### Clock nets, run 1

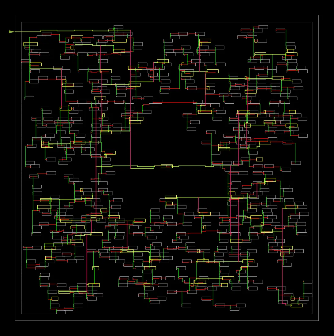
### Wires at chosen ports, followed through buffers, run 1

Bar = 50 µm.
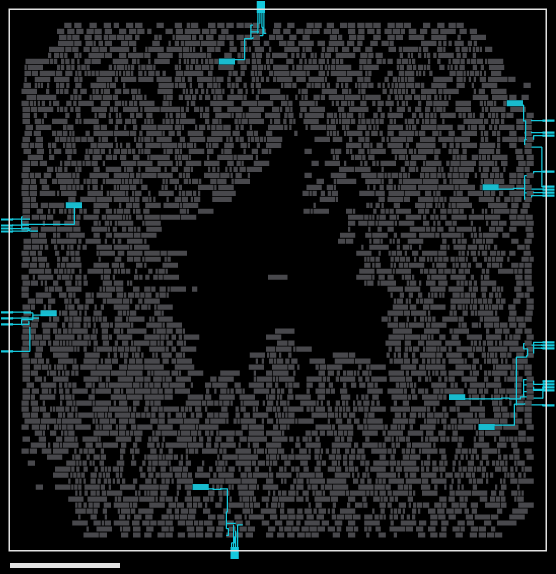
### Signal wires by layer, run 1

Two of the layers only.
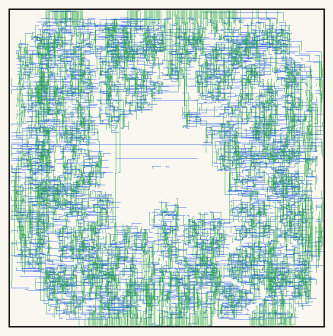
### Register map, names as in the netlist, run 1

Bar = 50 µm. Other sequential cells in the stronger grey, the rest of the logic in the fainter grey.
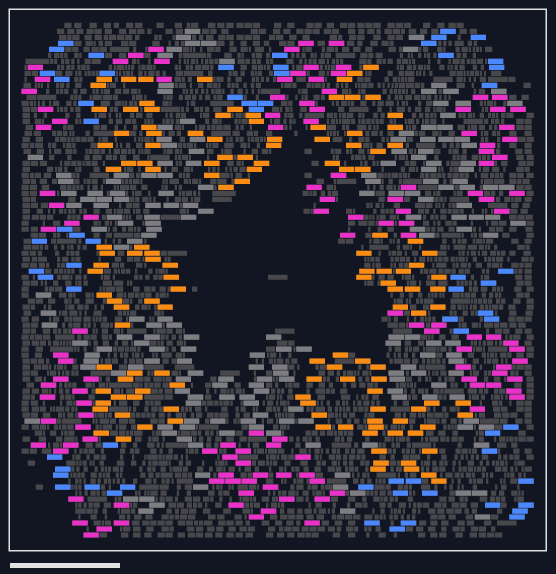
File: src/rtl/xaui_link_pkg.sv
// Shared types and sizing helpers for the XAUI link bring-up sequencer.
package xaui_link_pkg;

  localparam int STATE_W = 3;
  localparam int RETRY_W = 8;
  localparam int DROP_W  = 16;

  typedef enum logic [STATE_W-1:0] {
    S_RST   = 3'd0,
    S_LOCK  = 3'd1,
    S_ALIGN = 3'd2,
    S_CSYNC = 3'd3,
    S_UP    = 3'd4,
    S_FAIL  = 3'd5
  } state_e;

  // Width of a cycle counter able to reach the longest of the phase lengths,
  // with one spare bit so the terminal value is never the all-ones saturation value.
  function automatic int cnt_w(input int a, input int b, input int c,
                               input int d, input int e);
    int m;
    m = a;
    if (b > m) m = b;
    if (c > m) m = c;
    if (d > m) m = d;
    if (e > m) m = e;
    return $clog2(m) + 1;
  endfunction

endpackage

File: src/rtl/xaui_link_sequencer_if.sv
// Bundle of per-port MGT status inputs and sequencer control/status outputs.
interface xaui_link_sequencer_if
  import xaui_link_pkg::*;
#(
  parameter int NUM_PORTS = 8,
  parameter int LANES     = 4
);
  logic [NUM_PORTS-1:0]         port_restart;
  logic [NUM_PORTS*LANES-1:0]   mgt_rxlock;
  logic [NUM_PORTS*LANES-1:0]   mgt_rxelecidle;
  logic [NUM_PORTS*LANES-1:0]   mgt_rxsyncok;
  logic [NUM_PORTS*LANES*2-1:0] mgt_rxcodevalid;
  logic [NUM_PORTS*LANES-1:0]   mgt_rxbufferr;
  logic [NUM_PORTS-1:0]         mgt_tx_rst;
  logic [NUM_PORTS-1:0]         mgt_rx_rst;
  logic [NUM_PORTS*LANES-1:0]   mgt_rxencommaalign;
  logic [NUM_PORTS-1:0]         mgt_rxenchansync;
  logic [NUM_PORTS-1:0]         link_up;
  logic [NUM_PORTS*STATE_W-1:0] port_state;
  logic [NUM_PORTS*RETRY_W-1:0] retry_count;
  logic [NUM_PORTS*DROP_W-1:0]  link_drop_count;

  // Environment side: MGT infrastructure and management.
  modport master (
    output port_restart, mgt_rxlock, mgt_rxelecidle, mgt_rxsyncok,
           mgt_rxcodevalid, mgt_rxbufferr,
    input  mgt_tx_rst, mgt_rx_rst, mgt_rxencommaalign, mgt_rxenchansync,
           link_up, port_state, retry_count, link_drop_count
  );

  // Sequencer side.
  modport slave (
    input  port_restart, mgt_rxlock, mgt_rxelecidle, mgt_rxsyncok,
           mgt_rxcodevalid, mgt_rxbufferr,
    output mgt_tx_rst, mgt_rx_rst, mgt_rxencommaalign, mgt_rxenchansync,
           link_up, port_state, retry_count, link_drop_count
  );
endinterface

File: src/rtl/xaui_link_fsm.sv
// One XAUI port: reset -> PLL lock -> comma align -> channel sync -> link up,
// with timeouts, bounded retries and saturating health counters.
module xaui_link_fsm
  import xaui_link_pkg::*;
#(
  parameter int LANES         = 4,
  parameter bit PORT_EN       = 1'b1,
  parameter int RST_CYCLES    = 64,
  parameter int LOCK_TIMEOUT  = 65535,
  parameter int ALIGN_TIMEOUT = 65535,
  parameter int STABLE_CYCLES = 1024,
  parameter int CSYNC_CYCLES  = 256,
  parameter int RETRY_LIMIT   = 16
) (
  input  logic                 clk,
  input  logic                 rst,
  input  logic                 restart,
  input  logic [LANES-1:0]     rxlock,
  input  logic [LANES-1:0]     rxelecidle,
  input  logic [LANES-1:0]     rxsyncok,
  input  logic [2*LANES-1:0]   rxcodevalid,
  input  logic [LANES-1:0]     rxbufferr,
  output logic                 tx_rst,
  output logic                 rx_rst,
  output logic [LANES-1:0]     encommaalign,
  output logic                 enchansync,
  output logic                 link_up,
  output logic [STATE_W-1:0]   state,
  output logic [RETRY_W-1:0]   retry_count,
  output logic [DROP_W-1:0]    drop_count
);
  localparam int CW = cnt_w(RST_CYCLES, LOCK_TIMEOUT, ALIGN_TIMEOUT,
                            STABLE_CYCLES, CSYNC_CYCLES);
  localparam logic [CW-1:0] RST_END    = CW'(RST_CYCLES - 1);
  localparam logic [CW-1:0] LOCK_END   = CW'(LOCK_TIMEOUT - 1);
  localparam logic [CW-1:0] ALIGN_END  = CW'(ALIGN_TIMEOUT - 1);
  localparam logic [CW-1:0] STABLE_END = CW'(STABLE_CYCLES - 1);
  localparam logic [CW-1:0] CSYNC_END  = CW'(CSYNC_CYCLES - 1);

  state_e               state_q, state_d;
  logic [CW-1:0]        cnt_q, cnt_d;
  logic [CW-1:0]        stable_q, stable_d;
  logic [RETRY_W-1:0]   retry_q, retry_d;
  logic [DROP_W-1:0]    drops_q, drops_d;
  logic                 mgt_rst_q, mgt_rst_d;
  logic                 comma_q, comma_d;
  logic                 chansync_q, chansync_d;
  logic                 link_up_q, link_up_d;
  logic                 attempt_fail;

  // Next-state, counters and registered-output decode for this port.
  always_comb begin
    state_d      = state_q;
    cnt_d        = (cnt_q == '1) ? cnt_q : cnt_q + 1'b1;
    stable_d     = '0;
    retry_d      = retry_q;
    drops_d      = drops_q;
    attempt_fail = 1'b0;

    case (state_q)
      S_RST: begin
        if (!PORT_EN) cnt_d = '0;
        else if (cnt_q == RST_END) state_d = S_LOCK;
      end
      S_LOCK: begin
        if ((&rxlock) && !(|rxelecidle)) state_d = S_ALIGN;
        else if (cnt_q == LOCK_END) attempt_fail = 1'b1;
      end
      S_ALIGN: begin
        stable_d = (&rxsyncok) ? stable_q + 1'b1 : '0;
        if ((&rxsyncok) && (stable_q == STABLE_END)) state_d = S_CSYNC;
        else if (cnt_q == ALIGN_END) attempt_fail = 1'b1;
      end
      S_CSYNC: begin
        if (cnt_q == CSYNC_END) begin
          if ((&rxcodevalid) && !(|rxbufferr)) begin
            state_d = S_UP;
            retry_d = '0;
          end else begin
            attempt_fail = 1'b1;
          end
        end
      end
      S_UP: begin
        // A lost link is a drop, not a failed attempt.
        if (!(&rxsyncok) || (|rxbufferr) || (|rxelecidle)) begin
          state_d = S_RST;
          drops_d = (drops_q == '1) ? drops_q : drops_q + 1'b1;
        end
      end
      S_FAIL: state_d = S_FAIL;
      default: state_d = S_RST;
    endcase

    if (attempt_fail) begin
      retry_d = (retry_q == '1) ? retry_q : retry_q + 1'b1;
      state_d = ((RETRY_LIMIT != 0) && (int'(retry_d) == RETRY_LIMIT)) ? S_FAIL : S_RST;
    end

    if (restart) begin
      state_d = S_RST;
      retry_d = '0;
    end

    if (restart || (state_d != state_q)) begin
      cnt_d    = '0;
      stable_d = '0;
    end

    mgt_rst_d  = (state_d == S_RST) || (state_d == S_FAIL);
    comma_d    = (state_d == S_ALIGN);
    chansync_d = (state_d == S_CSYNC);
    link_up_d  = (state_d == S_UP);
  end

  // State, counters and output registers.
  always_ff @(posedge clk) begin
    if (rst) begin
      state_q    <= S_RST;
      cnt_q      <= '0;
      stable_q   <= '0;
      retry_q    <= '0;
      drops_q    <= '0;
      mgt_rst_q  <= 1'b1;
      comma_q    <= 1'b0;
      chansync_q <= 1'b0;
      link_up_q  <= 1'b0;
    end else begin
      state_q    <= state_d;
      cnt_q      <= cnt_d;
      stable_q   <= stable_d;
      retry_q    <= retry_d;
      drops_q    <= drops_d;
      mgt_rst_q  <= mgt_rst_d;
      comma_q    <= comma_d;
      chansync_q <= chansync_d;
      link_up_q  <= link_up_d;
    end
  end

  assign tx_rst       = mgt_rst_q;
  assign rx_rst       = mgt_rst_q;
  assign encommaalign = {LANES{comma_q}};
  assign enchansync   = chansync_q;
  assign link_up      = link_up_q;
  assign state        = state_q;
  assign retry_count  = retry_q;
  assign drop_count   = drops_q;

endmodule

File: src/rtl/xaui_link_sequencer.sv
// Multi-port XAUI bring-up sequencer: one independent FSM per port, top only slices buses.
module xaui_link_sequencer
  import xaui_link_pkg::*;
#(
  parameter int         NUM_PORTS     = 8,
  parameter int         LANES         = 4,
  parameter logic [7:0] ENABLE_MASK   = 8'hFF,
  parameter int         RST_CYCLES    = 64,
  parameter int         LOCK_TIMEOUT  = 65535,
  parameter int         ALIGN_TIMEOUT = 65535,
  parameter int         STABLE_CYCLES = 1024,
  parameter int         CSYNC_CYCLES  = 256,
  parameter int         RETRY_LIMIT   = 16
) (
  input  logic                  xaui_clk,
  input  logic                  mgt_reset,
  xaui_link_sequencer_if.slave  bus
);

  for (genvar p = 0; p < NUM_PORTS; p++) begin : g_port
    xaui_link_fsm #(
      .LANES         (LANES),
      .PORT_EN       (ENABLE_MASK[p]),
      .RST_CYCLES    (RST_CYCLES),
      .LOCK_TIMEOUT  (LOCK_TIMEOUT),
      .ALIGN_TIMEOUT (ALIGN_TIMEOUT),
      .STABLE_CYCLES (STABLE_CYCLES),
      .CSYNC_CYCLES  (CSYNC_CYCLES),
      .RETRY_LIMIT   (RETRY_LIMIT)
    ) u_fsm (
      .clk          (xaui_clk),
      .rst          (mgt_reset),
      .restart      (bus.port_restart[p]),
      .rxlock       (bus.mgt_rxlock[p*LANES +: LANES]),
      .rxelecidle   (bus.mgt_rxelecidle[p*LANES +: LANES]),
      .rxsyncok     (bus.mgt_rxsyncok[p*LANES +: LANES]),
      .rxcodevalid  (bus.mgt_rxcodevalid[p*2*LANES +: 2*LANES]),
      .rxbufferr    (bus.mgt_rxbufferr[p*LANES +: LANES]),
      .tx_rst       (bus.mgt_tx_rst[p]),
      .rx_rst       (bus.mgt_rx_rst[p]),
      .encommaalign (bus.mgt_rxencommaalign[p*LANES +: LANES]),
      .enchansync   (bus.mgt_rxenchansync[p]),
      .link_up      (bus.link_up[p]),
      .state        (bus.port_state[p*STATE_W +: STATE_W]),
      .retry_count  (bus.retry_count[p*RETRY_W +: RETRY_W]),
      .drop_count   (bus.link_drop_count[p*DROP_W +: DROP_W])
    );
  end

endmodule

File: src/flat_wrapper.sv
// flat-port wrapper written by rule: the top's interface ports become plain ports
module xaui_link_sequencer_flat import xaui_link_pkg::*;
#(
  parameter int         NUM_PORTS     = 8,
  parameter int         LANES         = 4,
  parameter logic [7:0] ENABLE_MASK   = 8'hFF,
  parameter int         RST_CYCLES    = 64,
  parameter int         LOCK_TIMEOUT  = 65535,
  parameter int         ALIGN_TIMEOUT = 65535,
  parameter int         STABLE_CYCLES = 1024,
  parameter int         CSYNC_CYCLES  = 256,
  parameter int         RETRY_LIMIT   = 16
)
  (xaui_clk, mgt_reset, bus_port_restart, bus_mgt_rxlock, bus_mgt_rxelecidle, bus_mgt_rxsyncok, bus_mgt_rxcodevalid, bus_mgt_rxbufferr, bus_mgt_tx_rst, bus_mgt_rx_rst, bus_mgt_rxencommaalign, bus_mgt_rxenchansync, bus_link_up, bus_port_state, bus_retry_count, bus_link_drop_count);
  xaui_link_sequencer_if #(.NUM_PORTS(NUM_PORTS), .LANES(LANES)) bus_i ();
  input  logic xaui_clk;
  input  logic mgt_reset;
  input wire logic [$bits(bus_i.port_restart)-1:0] bus_port_restart;
  input wire logic [$bits(bus_i.mgt_rxlock)-1:0] bus_mgt_rxlock;
  input wire logic [$bits(bus_i.mgt_rxelecidle)-1:0] bus_mgt_rxelecidle;
  input wire logic [$bits(bus_i.mgt_rxsyncok)-1:0] bus_mgt_rxsyncok;
  input wire logic [$bits(bus_i.mgt_rxcodevalid)-1:0] bus_mgt_rxcodevalid;
  input wire logic [$bits(bus_i.mgt_rxbufferr)-1:0] bus_mgt_rxbufferr;
  output wire logic [$bits(bus_i.mgt_tx_rst)-1:0] bus_mgt_tx_rst;
  output wire logic [$bits(bus_i.mgt_rx_rst)-1:0] bus_mgt_rx_rst;
  output wire logic [$bits(bus_i.mgt_rxencommaalign)-1:0] bus_mgt_rxencommaalign;
  output wire logic [$bits(bus_i.mgt_rxenchansync)-1:0] bus_mgt_rxenchansync;
  output wire logic [$bits(bus_i.link_up)-1:0] bus_link_up;
  output wire logic [$bits(bus_i.port_state)-1:0] bus_port_state;
  output wire logic [$bits(bus_i.retry_count)-1:0] bus_retry_count;
  output wire logic [$bits(bus_i.link_drop_count)-1:0] bus_link_drop_count;
  assign bus_i.port_restart = bus_port_restart;
  assign bus_i.mgt_rxlock = bus_mgt_rxlock;
  assign bus_i.mgt_rxelecidle = bus_mgt_rxelecidle;
  assign bus_i.mgt_rxsyncok = bus_mgt_rxsyncok;
  assign bus_i.mgt_rxcodevalid = bus_mgt_rxcodevalid;
  assign bus_i.mgt_rxbufferr = bus_mgt_rxbufferr;
  assign bus_mgt_tx_rst = bus_i.mgt_tx_rst;
  assign bus_mgt_rx_rst = bus_i.mgt_rx_rst;
  assign bus_mgt_rxencommaalign = bus_i.mgt_rxencommaalign;
  assign bus_mgt_rxenchansync = bus_i.mgt_rxenchansync;
  assign bus_link_up = bus_i.link_up;
  assign bus_port_state = bus_i.port_state;
  assign bus_retry_count = bus_i.retry_count;
  assign bus_link_drop_count = bus_i.link_drop_count;
  xaui_link_sequencer #(.NUM_PORTS(NUM_PORTS), .LANES(LANES), .ENABLE_MASK(ENABLE_MASK), .RST_CYCLES(RST_CYCLES), .LOCK_TIMEOUT(LOCK_TIMEOUT), .ALIGN_TIMEOUT(ALIGN_TIMEOUT), .STABLE_CYCLES(STABLE_CYCLES), .CSYNC_CYCLES(CSYNC_CYCLES), .RETRY_LIMIT(RETRY_LIMIT)) u_core (.xaui_clk(xaui_clk), .mgt_reset(mgt_reset), .bus(bus_i));
endmodule
File: config.mk
export PLATFORM = sky130hd
export DESIGN_NAME = xaui_link_sequencer_flat
export DESIGN_NICKNAME = d
export VERILOG_FILES = /design/src/rtl/xaui_link_pkg.sv /design/src/rtl/xaui_link_sequencer_if.sv /design/src/rtl/xaui_link_fsm.sv /design/src/rtl/xaui_link_sequencer.sv /design/src/flat_wrapper.sv
export SDC_FILE = /design/constraint.sdc
export NUM_CORES = 1
export LEC_CHECK = 0
export CAP_MARGIN = 20
export CORE_AREA = 5 5 238 240
export DETAILED_ROUTE_END_ITERATION = 10
export DIE_AREA = 0 0 243 245
export HOLD_SLACK_MARGIN = 0.03
export PLACE_DENSITY = 0.76
export SLEW_MARGIN = 15
export SYNTH_ARGS = -nofsm -noshare
export SYNTH_HDL_FRONTEND = slang
export SYNTH_SLANG_ARGS = --single-unit
File: constraint.sdc
create_clock -name xaui_clk -period 5.9 [get_ports xaui_clk]
set_clock_uncertainty 0.2 [all_clocks]
set_input_delay 1.475 -clock xaui_clk [delete_from_list [all_inputs] [get_ports xaui_clk]]
set_output_delay 1.475 -clock xaui_clk [all_outputs]
set_load 0.005 [all_outputs]
==> reports/results.txt, run 1 <==
Outcome: finished clean
Final tally of setup violations: 0
Largest net degree at the start of global routing: 71
Setup Fix Bufs, Post-CTS: 0
Max Fclk: 220.2 MHz
Slew @ Worst Pin: 861.0 ps
Seq/Total Area, Yosys: 38.98%
Relative slew slack: 42.16%
Total GRT Usage: 21.61%
Post-synth net total: 3488
Dominant cell type by area after synthesis: dfxtp_1
Synth Instances: 3238
Setup TNS: 0 ps
Most instantiated logic cell after routing: dfxtp_1
CTS root buf: clkbuf_16
Most frequent cells in the layout: 520 x dfxtp_1, 480 x clkdlybuf4s50_1, 474 x nor2_1
Final Core Density: 61.60%
Latency at later pin: 590 ps
Initial antenna violation count: 0
Placeable Area: 54450 µm²
Power Density: 219.7 nW/µm²
VDD IR max: 0.0002482 V
Hold buffers post-CTS: 0
Row cnt: 86
Vias in the first global route: 22440
# DRC: 0
Critical path peak fanout: 19
Worst Setup End Kind: flop
Synth Cell Area: 26710 µm²
Max Cap Viol: 0
Post-layout nets: 3871
Htree depth: 2
Syn avg cell area: 8.248 µm²
Post-synth EDFFs: 0
Final wirelength: 68100 µm
First-pass DRT Iterations: 7
CTS tree: built
Flops after synth: 520
YS chip area: 26710 µm²
Final slew viol count: 0
Leak Pwr: 11.51 nW
Initial DRC count: 1364
Total number of yosys warnings: 0
Reg area: 10410 µm²
Post-synthesis cell type count: 87
About 'Clock nets':
clock buffers: 77
seq_cells: 520
CTS sink cnt: 520
clock distribution power: 0.00360 W

About 'Wires at chosen ports, followed through buffers':
| port | colour | direction | end cells | buffers | wire |
|---|---|---|---|---|---|
| bus_mgt_rxencommaalign | cyan | output | 8 | 32 | 577 µm |
PortBufs: 481
IO Count: 482

About 'Signal wires by layer':
| layer | colour | wire length |
|---|---|---|
| met1 | blue | 30.0 mm |
| met2 | green | 32.5 mm |

About 'Register map, names as in the netlist':
| name in the netlist | colour | placed flops |
|---|---|---|
| u_core.g_port.u_fsm.drop_count | magenta | 128 |
| u_core.g_port.u_fsm.retry_count | blue | 64 |
| u_core.g_port.u_fsm.cnt_q | orange | 136 |

## run 1: kinds of logic after synthesis
logic type	synth area share, %
simple gates	32.18
xor+xnor	11.74
flops	38.98
compound gates	9.346
fa+ha+maj	2.249
buf+inv	4.549
mux	0.9557
## run 1: routing by layer
layer	GRT usage [%]	up-vias	part of all wire, %	wire length, µm
li1	-	12210	-	-
met1	28.50	11180	44	29980
met2	36.82	669	48	32550
met3	4.072	86	6.2	4256
met4	5.374	0	1.9	1320
met5	0	-	0	0
## run 1: flip-flops by register name, indices dropped and copies added, names as in the netlist
signal	flops
u_core.g_port.u_fsm.link_up	8
u_core.g_port.u_fsm.enchansync	8
u_core.g_port.u_fsm.cnt_q	136
u_core.g_port.u_fsm.state	24
u_core.g_port.u_fsm.stable_q	136
u_core.g_port.u_fsm.retry_count	64
u_core.g_port.u_fsm.rx_rst	8
u_core.g_port.u_fsm.comma_q	8
u_core.g_port.u_fsm.drop_count	128
## run 1: synthesized netlist by cell type (19+ instances only)
master	number
xnor2_1	155
nor2b_1	20
nand3b_1	26
and4_1	52
clkbuf_1	94
and3_1	104
o21ai_0	71
and2_1	46
or3_1	55
nor4_1	53
nand2b_1	19
ha_1	48
nor3_1	174
dfxtp_1	520
nand2_1	215
inv_1	72
xor2_1	203
buf_4	66
a21oi_1	126
nand4_1	117
or4_1	30
nand3_1	203
nor2_1	474
a31oi_1	19
mux2i_1	21
## run 1: cell type report
type / count / share of cell area (%)
inverters: 73 / 0.8170
clock inverters: 23 / 0.8245
well taps: 704 / 2.626
flip-flops and latches: 520 / 31.04
repair buffers: 501 / 14.81
multi-input cells: 2469 / 44.99
clock buffers: 77 / 4.895
## run 1: worst paths after layout
check | to | start | slack (ps) | cells after the start
max reg2reg | u_core.g_port[5].u_fsm.cnt_q[9] | u_core.g_port[5].u_fsm.cnt_q[6] | 2020 | 9
min | u_core.g_port[4].u_fsm.stable_q[0] | u_core.g_port[4].u_fsm.stable_q[0] | 240 | 1
min reg2reg | u_core.g_port[4].u_fsm.stable_q[0] | u_core.g_port[4].u_fsm.stable_q[0] | 240 | 1
max | u_core.g_port[0].u_fsm.cnt_q[4] | bus_mgt_rxelecidle[1] | 1360 | 10
## run 1: stage by stage
| step | instances | instance area (µm²) | setup WS (ps) | hold slack [ps] |
|---|---|---|---|---|
| after floorplan | 3238 | 26710 | 1535 | 212.9 |
| after global placement | 4267 | 31620 | 872.3 | 220.1 |
| after detailed placement | 4267 | 31620 | 810.0 | 231.6 |
| after CTS | 4367 | 33540 | 1405 | 241.3 |
| after global routing | 4367 | 33540 | 1192 | 256.5 |
| final | 4367 | 33540 | 1359 | 240.8 |
## run 1: report_power, final
part	leakage (nW)	total (W)	switching, W	internal, W
Combinational	6.37	0.000246	0.000101	0.000144
Clock	0.950	0.00360	0.00140	0.00219
Sequential	4.19	0.00353	0.00000794	0.00352
Total	11.5	0.00737	0.00151	0.00586
## run 1: worst max-delay path: stages
cell and delay (ps):
clkdlybuf4s50_1 420, or4_4 580, o211ai_4 260, nand4_2 170, a21oi_4 430, a21oi_1 80
or3_1 510, or4b_1 510, buf_4 260, nor2_1 140
--- run 2 (diff from run 1) ---
Clock period 5.9 ns to 4.5 ns, I/O delays scaled along.
==> run 2 against run 1 <==
- hold slack better by 1.7 ps
- synthesized cell count unchanged
- cell count increased by 0.48%
- critical endpoint is now u_core.g_port[1].u_fsm.cnt_q[8]
- die size is the same
- setup slack worse by 1000 ps
- largest cell class unchanged
- global-route usage fell by 0.090 points
==> reports/results.txt, run 2 <==
RR Endpoint: u_core.g_port[4].u_fsm.stable_q[12] (was u_core.g_port[5].u_fsm.cnt_q[9])
Syn avg cell area: 8.248 µm² (unchanged)
Ys cells: 3238 (unchanged)
Setup Fix Bufs, Post-CTS: 0 (unchanged)
R2R Setup Slk: 740 ps (was 2020 ps)
Commonest flop: dfxtp_1 (unchanged)
Synth Instances: 3238 (unchanged)
Seq/Total Area, Yosys: 38.98% (unchanged)
Largest net degree at the start of global routing: 90 (was 71)
Power Density: 284.7 nW/µm² (was 219.7 nW/µm²)
Crit path capture: u_core.g_port[1].u_fsm.cnt_q[8] (was u_core.g_port[0].u_fsm.cnt_q[4])
Post-CTS Resized: 0 (unchanged)
Post-synth net total: 3488 (unchanged)
Post-synthesis cell type count: 87 (unchanged)
Critical register-to-register path startpoint: u_core.g_port[4].u_fsm.retry_count[0] (was u_core.g_port[5].u_fsm.cnt_q[6])
Placed cells: 4286 (was 4267)
Gpl congestion: 0.9382 (was 0.9263)
Hold buffers post-CTS: 0 (unchanged)
Layout Area Growth over Synthesis: 26.10% (was 25.57%)
Ys async rst share: 0% (unchanged)
Outcome: finished clean (unchanged)
Number of diodes: 0 (unchanged)
Critical path data required time: 4820 ps (was 6210 ps)
Slew @ Worst Pin: 797.5 ps (was 861.0 ps)
Fp_density: 49.05% (unchanged)
IO Count: 482 (unchanged)
Max Fclk: 241.3 MHz
Dominant cell type by area after synthesis: dfxtp_1 (unchanged)
Worst setup path startpoint: bus_mgt_rxelecidle[5] (was bus_mgt_rxelecidle[1])
VDD IR max: 0.0002681 V (was 0.0002482 V)
Final Core Density: 61.86% (was 61.60%)
First-pass DRT Iterations: 5 (was 7)
Final tally of setup violations: 0 (unchanged)
# DRC: 0 (unchanged)
Worst EP arrival: 4460 ps (was 4850 ps)
Vias in the first global route: 22320 (was 22440)
First-pass GRT wire length: 111300 µm (was 111600 µm)
Finished layout cell area: 33680 µm² (was 33540 µm²)
Slowest library cell on the worst path: or4_1 (was or4_4)
Post-synth EDFFs: 0 (unchanged)
Tool warnings: 34 (unchanged)
Max Cap Viol: 0 (unchanged)
Synth Cell Area: 26710 µm² (unchanged)
Routed len/inst: 15.52 µm (was 15.60 µm)
DP Area: 31800 µm² (was 31620 µm²)
Final ANT Viol Nets: 0 (unchanged)
Worst Setup Start Kind: primary input (unchanged)
Share of layout cells above drive strength 1: 5.103% (was 4.696%)
Most instantiated logic cell after routing: dfxtp_1 (unchanged)
Hpwl dp: 50250 µm (was 50140 µm)
CTS sink cnt: 520 (unchanged)
Relative slew slack: 46.14% (was 42.16%)
Worst path cell trace: clkdlybuf4s50_1 > or4_1 > o21ai_0 > nand4_1 > a2bb2oi_1 > nand2b_1 > a211oi_1 > o211ai_2 > nor2_1 (was clkdlybuf4s50_1 > or4_4 > o211ai_4 > nand4_2 > a21oi_4 > a21oi_1 > or3_1 > or4b_1 > buf_4 > nor2_1)
Flops after synth: 520 (unchanged)
Commonest cells post-synth: 520 x dfxtp_1, 474 x nor2_1, 215 x nand2_1 (unchanged)
Total number of yosys warnings: 0 (unchanged)
Final cell count without fillers: 4388 (was 4367)
CTS tree: built (unchanged)
Critical path peak fanout: 17 (was 19)
Row cnt: 86 (unchanged)
Initial antenna violation count: 0 (unchanged)
Vias/cell: 5.513 (was 5.529)
Crit path largest cell delay: 610 ps (was 580 ps)
Leak Pwr: 11.60 nW (was 11.51 nW)
Total GRT Usage: 21.52% (was 21.61%)
Synth top cell by count: dfxtp_1 (unchanged)
Htree depth: 2 (unchanged)
Reg2reg path depth: 8 (was 9)
CTS root buf: clkbuf_16 (unchanged)
Final slew viol count: 0 (unchanged)
PortBufs: 481 (unchanged)
Placeable Area: 54450 µm² (unchanged)
Post-layout nets: 3890 (was 3871)
Most frequent cells in the layout: 520 x dfxtp_1, 480 x clkdlybuf4s50_1, 474 x nor2_1 (unchanged)
YS chip area: 26710 µm² (unchanged)
Initial DRC count: 1445 (was 1364)
Final wirelength: 68100 µm (about the same)
Die height: 245 µm (unchanged)
Reg area: 10410 µm² (unchanged)
Worst Setup End Kind: flop (unchanged)
[run 2: cell types whose count changed in the layout (fill, tap and decap cells not counted), sizes merged]
cell,change
clkbuf,+6
buf,+19
bufinv,-2
clkinvlp,-2
[run 2: cell families after synthesis]
| family | Yosys count | synth area share, % |
|---|---|---|
| adders and majority gates | 48 | 2.249 |
| xor gates and xnor gates | 358 | 11.74 |
| DFF | 520 | 38.98 |
| muxes | 25 | 0.9557 |
| AOI/OAI and AO/OA | 376 | 9.346 |
| and+or+nand+nor | 1662 | 32.18 |
| buffers and inverters | 249 | 4.549 |
[run 2: report_power, final]
part           leakage [nW]  switching, W  internal, W  total (W)
sequential             4.19     0.0000105      0.00461    0.00462
clock                 0.935       0.00185      0.00278    0.00464
combinational          6.48      0.000136     0.000194   0.000330
[run 2: how the worst min path moves through the flow]
| stage | slack, ps | from | cells past startpoint | end |
|---|---|---|---|---|
| after global placement | 230 | u_core.g_port[4].u_fsm.stable_q[0] | 1 | u_core.g_port[4].u_fsm.stable_q[0] |
| after floorplan | 210 | u_core.g_port[6].u_fsm.stable_q[0] | 1 | u_core.g_port[6].u_fsm.stable_q[0] |
| after global routing | 280 | u_core.g_port[6].u_fsm.stable_q[0] | 1 | u_core.g_port[6].u_fsm.stable_q[0] |
| after CTS | 240 | u_core.g_port[4].u_fsm.stable_q[0] | 1 | u_core.g_port[4].u_fsm.stable_q[0] |
| final | 240 | u_core.g_port[6].u_fsm.stable_q[0] | 1 | u_core.g_port[6].u_fsm.stable_q[0] |
| after detailed placement | 230 | u_core.g_port[4].u_fsm.stable_q[0] | 1 | u_core.g_port[4].u_fsm.stable_q[0] |
[run 2: per-stage QoR]
step           total power, W  hold slack (ps)  TNS, ps  setup slack (ps)
2_1_floorplan        0.004830            212.9        0             485.1
3_3_place_gp         0.005049            226.1        0             47.81
3_5_place_dp         0.005053            233.8    -2175            -105.7
4_1_cts              0.009704            241.7        0             460.2
5_1_grt              0.009926            277.6        0             132.6
6_report             0.009588            242.5        0             356.5
[run 2: area by class of cell]
class                   instances  area share (%)
well taps                     704           2.615
clock inverters                19          0.5870
inverters                      73          0.8136
repair buffers                520           15.28
clock buffers                  83           4.971
multi-input cells            2469           44.82
flip-flops and latches        520           30.91
[run 2: metal layers]
layer	GRT usage [%]	wire length [µm]	part of all wire, %
met5	0	0	0
met2	36.70	32190	47
met1	28.20	30600	45
met3	4.029	3879	5.7
met4	5.774	1422	2.1
[run 2: critical path: cells and delay by family]
family,cells,cell delay (ps)
AND/OR/NAND/NOR,4,1170
AND-OR/OR-AND,4,1740
buffers and inverters,1,410
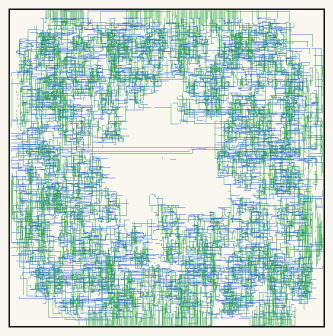
*Signal wires by layer, run 2*
Two of the layers only.
| layer | colour | wire length |
|---|---|---|
| met1 | blue | 30.6 mm |
| met2 | green | 32.2 mm |

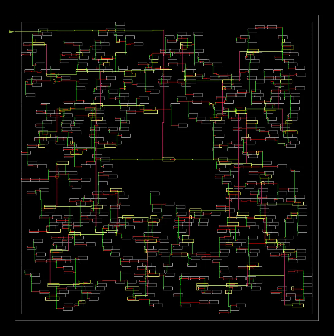
*Clock nets, run 2*
clock buffers: 83
Latency at later pin: 590 ps
total CTS buffers: 56
clock distribution power: 0.00464 W

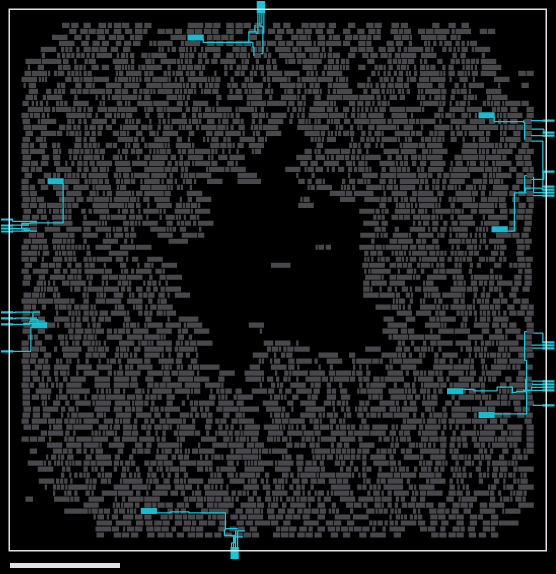
*Wires at chosen ports, followed through buffers, run 2*
Bar = 50 µm.
| port | colour | direction | end cells | buffers | wire |
|---|---|---|---|---|---|
| bus_mgt_rxencommaalign | cyan | output | 8 | 32 | 640 µm |

--- run 3 (diff from run 2) ---
Settings changed: CORE_AREA 5 5 238 240 to 5 5 250 252, DIE_AREA 0 0 243 245 to 0 0 255 257, PLACE_DENSITY 0.76 to 0.7.
==> run 3 against run 2 <==
- non-clock buffer count up 7
- critical endpoint is now u_core.g_port[1].u_fsm.stable_q[13]
- global-route usage down 1.6 points
- routed wire length up 1.0%
- flip-flop count unchanged
- register-to-register slack better by 90 ps
- sequential share of layout area down 0.30 points
- largest power group unchanged
- die size up 10%
==> reports/results.txt, run 3 <==
Flop pwr share: 46.4% (was 48.2%)
Setup Fix Bufs, Post-CTS: 0 (unchanged)
Power share of the clock group: 50.3% (was 48.3%)
Reg2reg path depth: 8 (unchanged)
PortBufs: 481 (unchanged)
Share of layout cells above drive strength 1: 5.440% (was 5.103%)
Post-CTS Resized: 0 (unchanged)
Crit path capture: u_core.g_port[1].u_fsm.stable_q[13] (was u_core.g_port[1].u_fsm.cnt_q[8])
Initial DRC count: 1205 (was 1445)
Power Density: 293.3 nW/µm² (was 284.7 nW/µm²)
Layout Area Growth over Synthesis: 27.32% (was 26.10%)
Leak Pwr: 11.71 nW (was 11.60 nW)
VDD IR max: 0.0002858 V (was 0.0002681 V)
Hpwl dp: 50780 µm (was 50250 µm)
YS chip area: 26710 µm² (unchanged)
Ys cells: 3238 (unchanged)
# DRC: 0 (unchanged)
Final cell count without fillers: 4477 (was 4388)
Worst Setup End Kind: flop (unchanged)
Worst setup path startpoint: bus_mgt_rxelecidle[7] (was bus_mgt_rxelecidle[5])
Largest net degree at the start of global routing: 60 (was 90)
Worst EP arrival: 4230 ps (was 4460 ps)
R2R Setup Slk: 830 ps (was 740 ps)
Outcome: finished clean (unchanged)
Final ANT Viol Nets: 0 (unchanged)
Max Fclk: 256.6 MHz (was 241.3 MHz)
DP Area: 31920 µm² (was 31800 µm²)
Gpl congestion: 0.9092 (was 0.9382)
Commonest flop: dfxtp_1 (unchanged)
Synth Instances: 3238 (unchanged)
Slowest library cell on the worst path: or4_1 (unchanged)
Net Sw Power: 0.002038 W (was 0.001997 W)
Sw Ratio: 20.44% (was 20.83%)
Vias in the first global route: 22520 (was 22320)
CTS root buf: clkbuf_16 (unchanged)
Tot Pwr: 0.009973 W (was 0.009588 W)
Synth top cell by count: dfxtp_1 (unchanged)
Critical path data required time: 4830 ps (was 4820 ps)
==> run 3: cell counts after synthesis <==
Identical to the previous run, type by type.
==> run 3: logic make-up after synthesis <==
group | count (synthesis) | synth area share [%]
multiplexers | 25 | 0.9557
buffers and inverters | 249 | 4.549
adder cells (fa/ha/maj) | 48 | 2.249
AND/OR/NAND/NOR | 1662 | 32.18
flip-flops | 520 | 38.98
XOR/XNOR | 358 | 11.74
AND-OR/OR-AND | 376 | 9.346
==> run 3: worst max-delay path, delay by kind of cell <==
kind / cells / cell delay [ps]
simple gates: 4 / 1160
compound gates: 4 / 1500
buf+inv: 1 / 440
==> run 3: how the worst min path moves through the flow <==
stage,startpoint,to,slack [ps],depth (start not counted)
2_1_floorplan,u_core.g_port[6].u_fsm.stable_q[0],u_core.g_port[6].u_fsm.stable_q[0],210,1
3_3_place_gp,u_core.g_port[6].u_fsm.stable_q[0],u_core.g_port[6].u_fsm.stable_q[0],230,1
3_5_place_dp,u_core.g_port[6].u_fsm.stable_q[0],u_core.g_port[6].u_fsm.stable_q[0],230,1
4_1_cts,u_core.g_port[6].u_fsm.stable_q[0],u_core.g_port[6].u_fsm.stable_q[0],240,1
5_1_grt,u_core.g_port[6].u_fsm.stable_q[0],u_core.g_port[6].u_fsm.stable_q[0],260,1
6_report,u_core.g_port[4].u_fsm.stable_q[0],u_core.g_port[4].u_fsm.stable_q[0],240,1
==> run 3: area by class of cell <==
cell class | instances | area share, %
tap | 782 | 2.877
sequential | 520 | 30.61
multi-input combinational | 2469 | 44.37
timing repair buffer | 527 | 15.21
clock inverter | 16 | 0.7212
inverter | 73 | 0.8058
clock buffer | 90 | 5.398
==> run 3: layer usage <==
metal	routed length, µm	vias to the layer above	GRT usage (%)
met5	0	-	0
met4	1661	0	5.401
met3	4250	113	4.272
met2	31740	594	32.73
met1	31140	11280	26.49
li1	-	12260	-
==> run 3: metrics by stage <==
step | setup WS [ps] | hold slack, ps | utilization [%]
3_5_place_dp | -20.77 | 232.2 | 53.29
6_report | 602.7 | 242.4 | 56.76
3_3_place_gp | 84.01 | 225.7 | 53.29
4_1_cts | 601.9 | 244.7 | 56.76
2_1_floorplan | 485.1 | 212.9 | -
5_1_grt | 285.3 | 262.8 | 56.76
==> run 3: power groups by stage <==
stage	sequential [W]	combinational [W]	clock, W
final	0.00462	0.000329	0.00502
after global routing	0.00462	0.000356	0.00537
after CTS	0.00462	0.000332	0.00517
after detailed placement	0.00472	0.000330	0
after global placement	0.00472	0.000326	0
after floorplan	0.00472	0.000108	0
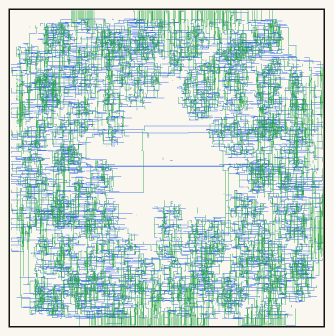
*Signal wires by layer, run 3*
Two of the layers only.
| layer | colour | wire length |
|---|---|---|
| met1 | blue | 31.1 mm |
| met2 | green | 31.7 mm |

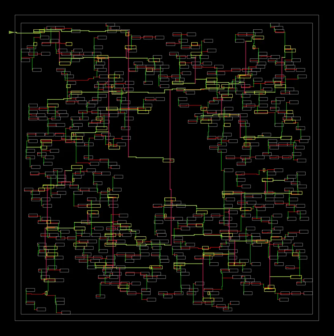
*Clock nets, run 3*
total CTS buffers: 58
clock distribution power: 0.00502 W
clock buffers: 90
Latency at later pin: 600 ps

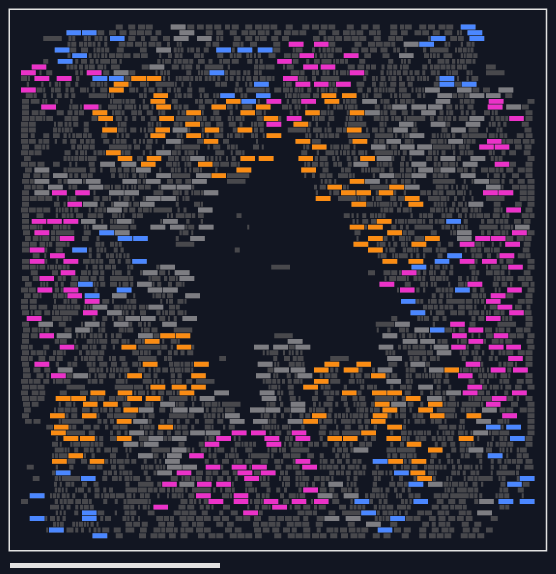
*Register map, names as in the netlist, run 3*
Bar = 100 µm. Other sequential cells in the stronger grey, the rest of the logic in the fainter grey.
| name in the netlist | colour | placed flops |
|---|---|---|
| u_core.g_port.u_fsm.cnt_q | orange | 136 |
| u_core.g_port.u_fsm.drop_count | magenta | 128 |
| u_core.g_port.u_fsm.retry_count | blue | 64 |
not coloured: 192
sequential power: 0.00462 W
Reg area: 10410 µm²


==> screenshots <==
Layout detail.
shot_01.png
Region (44, 173) to (84, 213) µm. Cells in grey, sequential cells in the stronger grey; small squares are vias.
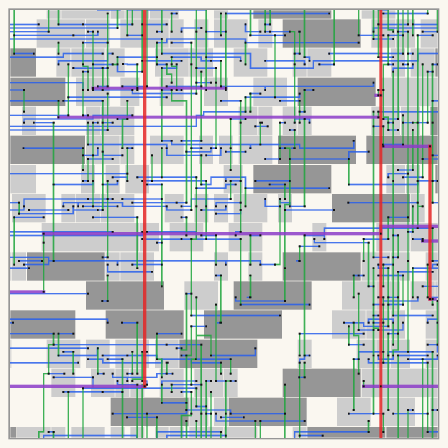
shot_02.png
Region (41, 164) to (81, 204) µm. Cells in grey, sequential cells in the stronger grey; small squares are vias.
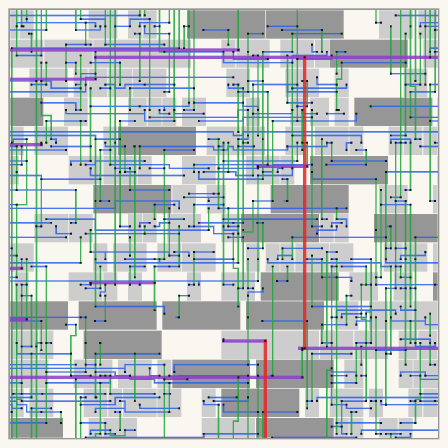
shot_03.png
Region (41, 164) to (81, 204) µm. Cells in grey, sequential cells in the stronger grey; small squares are vias.
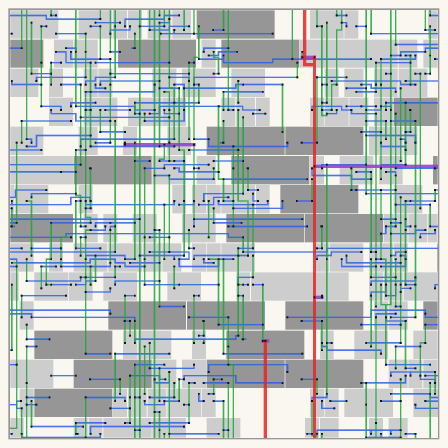
shot_03.png is run 1.
shot_01.png is run 3.
shot_02.png is run 2.

Key to shot_01.png:
| layer | colour |
|---|---|
| met1 | blue |
| met4 | red |
| met2 | green |
| met3 | purple |
most frequent: nor2_1 (26), dfxtp_1 (19), xor2_1 (10)
sequential cells in the window: 19
cells with their middle in the window: 120
netlist names of flops here include: u_core.g_port.u_fsm.cnt_q (10), u_core.g_port.u_fsm.stable_q (9)

Power figures rest on the tool's default switching activity, not on a simulated workload.
